===== config.mk =====
export PLATFORM = sky130hd
export DESIGN_NAME = byte_packer
export DESIGN_NICKNAME = d
export VERILOG_FILES = /design/src/rtl/byte_packer_pkg.sv /design/src/rtl/byte_packer.sv
export SDC_FILE = /design/constraint.sdc
export NUM_CORES = 1
export LEC_CHECK = 0
export CAP_MARGIN = 10
export CORE_ASPECT_RATIO = 0.6
export CORE_MARGIN = 5
export CORE_UTILIZATION = 45
export DETAILED_ROUTE_END_ITERATION = 6
export PLACE_DENSITY = 0.69
export SLEW_MARGIN = 40
export SYNTH_ARGS = -nofsm -noshare
export SYNTH_HDL_FRONTEND = slang
export SYNTH_SLANG_ARGS = --single-unit

===== constraint.sdc =====
create_clock -name clk -period 2.4 [get_ports clk]
set_input_delay 0.24 -clock clk [delete_from_list [all_inputs] [get_ports clk]]
set_output_delay 0.24 -clock clk [all_outputs]
set_load 0.005 [all_outputs]

===== src/rtl/byte_packer_pkg.sv =====
// Shared definitions for the byte/word lane family (swapper, packer, unpacker).
// Contents:
//   WORD_W, BYTE_W, LANES - word geometry
//   lane_index(i, big_endian) - byte lane that holds the i-th byte of a word
package byte_packer_pkg;

  localparam int unsigned WORD_W = 32;
  localparam int unsigned BYTE_W = 8;
  localparam int unsigned LANES  = WORD_W / BYTE_W;

  // Big-endian order puts the first byte in the most significant lane.
  function automatic logic [1:0] lane_index(input logic [1:0] i, input bit big_endian);
    return big_endian ? 2'(2'd3 - i) : i;
  endfunction

endpackage


===== src/rtl/byte_packer.sv =====
// Packs a valid/ready byte stream into 32-bit words in a selectable byte
// order. A packet ending mid-word is flushed with a partial keep mask.
// Ports:
//   clk, rst                      clock, asynchronous active-high reset
//   in_byte, in_valid, in_last    byte stream input (in_last qualified by in_valid)
//   in_ready                      byte accepted when in_valid && in_ready
//   out_word, out_keep, out_valid packed word, lane-valid mask, word valid
//   out_ready                     downstream consumes the word
module byte_packer
  import byte_packer_pkg::*;
#(
  parameter bit BIG_ENDIAN = 1'b1
) (
  input  logic              clk,
  input  logic              rst,
  input  logic [BYTE_W-1:0] in_byte,
  input  logic              in_valid,
  input  logic              in_last,
  output logic              in_ready,
  output logic [WORD_W-1:0] out_word,
  output logic [LANES-1:0]  out_keep,
  output logic              out_valid,
  input  logic              out_ready
);

  logic [WORD_W-1:0] acc;
  logic [1:0]        count;
  logic              accept;
  logic              complete;
  logic [1:0]        lane;
  logic [WORD_W-1:0] merged;
  logic [LANES-1:0]  keep_next;

  assign in_ready = !out_valid || out_ready;
  assign accept   = in_valid && in_ready;
  assign complete = (count == 2'd3) || in_last;
  assign lane     = lane_index(count, BIG_ENDIAN);

  // The keep mask is derived from count rather than stored: lanes 0..count
  // (in byte order) are the ones filled once the current byte is merged.
  always_comb begin
    merged = acc;
    merged[int'(lane) * BYTE_W +: BYTE_W] = in_byte;
    keep_next = '0;
    for (int unsigned j = 0; j < LANES; j++) begin
      if (j <= 32'(count)) begin
        keep_next[lane_index(2'(j), BIG_ENDIAN)] = 1'b1;
      end
    end
  end

  always_ff @(posedge clk or posedge rst) begin
    if (rst) begin
      acc       <= '0;
      count     <= '0;
      out_word  <= '0;
      out_keep  <= '0;
      out_valid <= 1'b0;
    end else begin
      if (out_valid && out_ready) begin
        out_valid <= 1'b0;
      end
      // A word loaded here overrides the consume above, so a simultaneous
      // consume-and-complete keeps out_valid high with the new word.
      if (accept) begin
        if (complete) begin
          out_word  <= merged;
          out_keep  <= keep_next;
          out_valid <= 1'b1;
          acc       <= '0;
          count     <= '0;
        end else begin
          acc   <= merged;
          count <= count + 2'd1;
        end
      end
    end
  end

endmodule


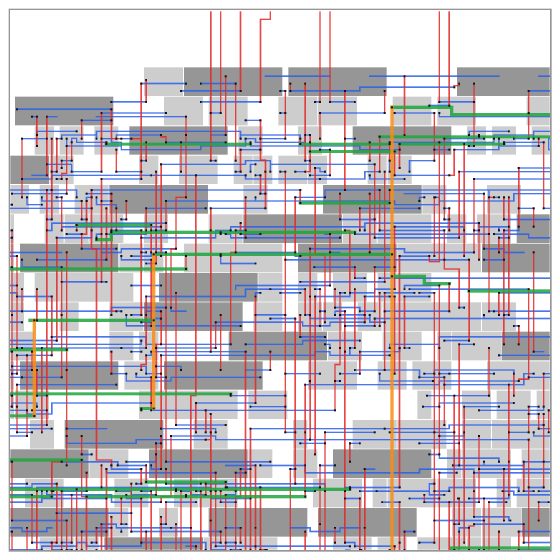
(images/closeup.png)
Region (35, 26) to (85, 76) um. Cells in grey, sequential cells in the stronger grey; small squares are vias.
[M2] red
[M3] green
[M4] orange
[M1] blue
cells with their middle in the window: 128
netlist names of flops here include: acc (16), out_word (7)
most frequent: dfrtp_1 (24), a21oi_1 (19), a22o_1 (14)
sequential cells in the window: 24

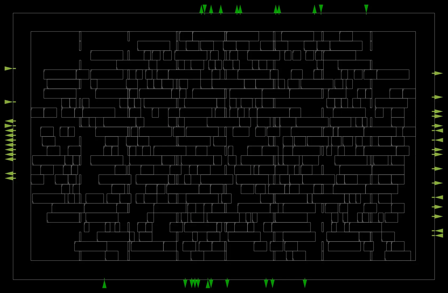
(images/placed.png)
# Taps: 91
Post-Layout Cell Count: 435

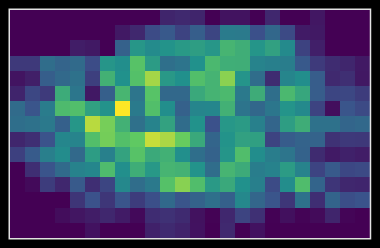
(images/route_heat.png)
Scale: 3 px per um. The die is cut into 24 by 15 equal tiles; dark purple is low, yellow is high, scaled to the fullest tile. Values are wire area over tile area, all layers added.
mean over tiles: 0.15
densest ninth of the die: centre
tiles over half the peak: 23%
nearly empty tiles: 18%
fullest tile: 0.50
DR vias: 2,582
Routed WL per cell: 19.4 um

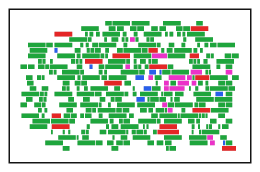
(images/sizing.png)
Scale: 2 px per um.
[x3 and x4] magenta | cells: 17 | most used: buf_4
[x2] blue | cells: 9
[x6 and larger] red | cells: 15 | most used: clkbuf_16
[x1 and smaller] green | cells: 303 | most used: dfrtp_1
Final Cell Area: 4190 um2
slack of the critical path: 0.221 ns

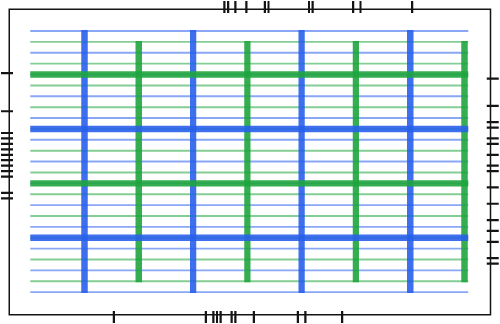
(images/floorplan.png)
Scale: 4 px per um. Pins as bars on the die edge.
[VSS] blue
[VDD] green
rows: 24
met4 straps: 8
die x size: 120 um
Core Footprint: 7150 um2
VDD IR-drop max: 0.467 mV

==> results_slide.txt <==
Physical Implementation Snapshot

Finish
  • Gate Area: 1320 um2
  • Fin util: 58.7%
  • Top Layout Cells: dfrtp_1, clkdlybuf4s50_1, a21oi_1, a31oi_1, nor2b_1
  • Top flop regs: acc (32), out_word (32), out_keep (4)
  • Multi-input combinational area share: 31.6%
  • FF+latch count: 71
  • # fillers: 645
  • Layout cell share with drive strength beyond 1: 11.9%
  • CLK BUF: 13

Synthesis
  • Seq share, synth: 54.4%
  • Synth cell count leaders: dfrtp_1, a21oi_1, a31oi_1, nor2b_1, a22o_1
  • Xor/xnor share: 0%
  • Post-synth EDFFs: 0
  • FA/HA/MAJ Cells, Area Fraction: 2.30%
  • Area leader, netlist: dfrtp_1
  • Top post-synthesis cells by area: dfrtp_1, a21oi_1, a22o_1
  • Basic Gates by Area: 11.8%
  • Synth flops: 71
  • Multiplexer share: 0.690%

STA
  • Total Negative Setup Slacks: 0 ns
  • Period utilization: 90.8%
  • Max Clock Skew: 0.00625 ns
  • Final hold viol count: 0
  • Fmax: 0.459 GHz
  • Rel. slew slack: 61.4%

Hold path
  • Min-delay worst type: primary input to asynchronous set/reset pin

Floorplan
  • Chip area: 9110 um2
  • Num rows: 24
  • Number of top-level pins: 51

CTS
  • CTS H-tree lvls: 3
  • CTS buffer count: 9
  • Cts hold-fix bufs: 0
  • Clk buf depth: 2
  • Setup Fix Bufs, Post-CTS: 0
  • Clk_lat worst skew: 0.34 ns

Routing
  • Vias per std cell: 5.94
  • Met1 WL: 4060 um
  • DRT antenna net count: 0
  • 1st-iter DRT viols: 233
  • DRC viols: 0
  • Met3 routed WL: 767 um
  • Met2 wire len: 3520 um
  • 1st-pass router iterations: 4

Power
  • Clock power frac: 35.1%
  • PwrDens: 933 nW/um2
  • P_int: 2.82 mW
  • Switching fraction of total power: 27.9%
  • Sequential power share: 38.7%
  • Gate power share: 26.1%
  • Total power: 3.91 mW
  • P_clk: 1.38 mW
  • Pwr top: registers
  • P_seq: 1.51 mW

Global routing
  • Top Usage Layer GRT: met1
  • Met1 usage: 29.0%
  • Vias in the first global route: 2,686

Place
  • Port Buffer Count: 50
  • Worst Setup Slack post-DPL: 0.232 ns
  • Placed Cells: 419
  • Final Wtd Congestion: 0.813

Setup path
  • Critical Path Start: count[0]$_DFFE_PP0N_
  • Reg2reg start: count[0]$_DFFE_PP0N_
  • Worst R2R Path Depth: 6
  • Reg-to-Reg End: acc[19]$_DFFE_PP0N_
  • Critical path arrival: 2.45 ns
  • Buf+Inv Stages, Crit Path: 2
  • CP Launch Type: flop
  • Crit. End Element: flop
  • CP Depth: 6

Run status
  • Status: finished clean
Power figures rest on the tool's default switching activity, not on a simulated workload.
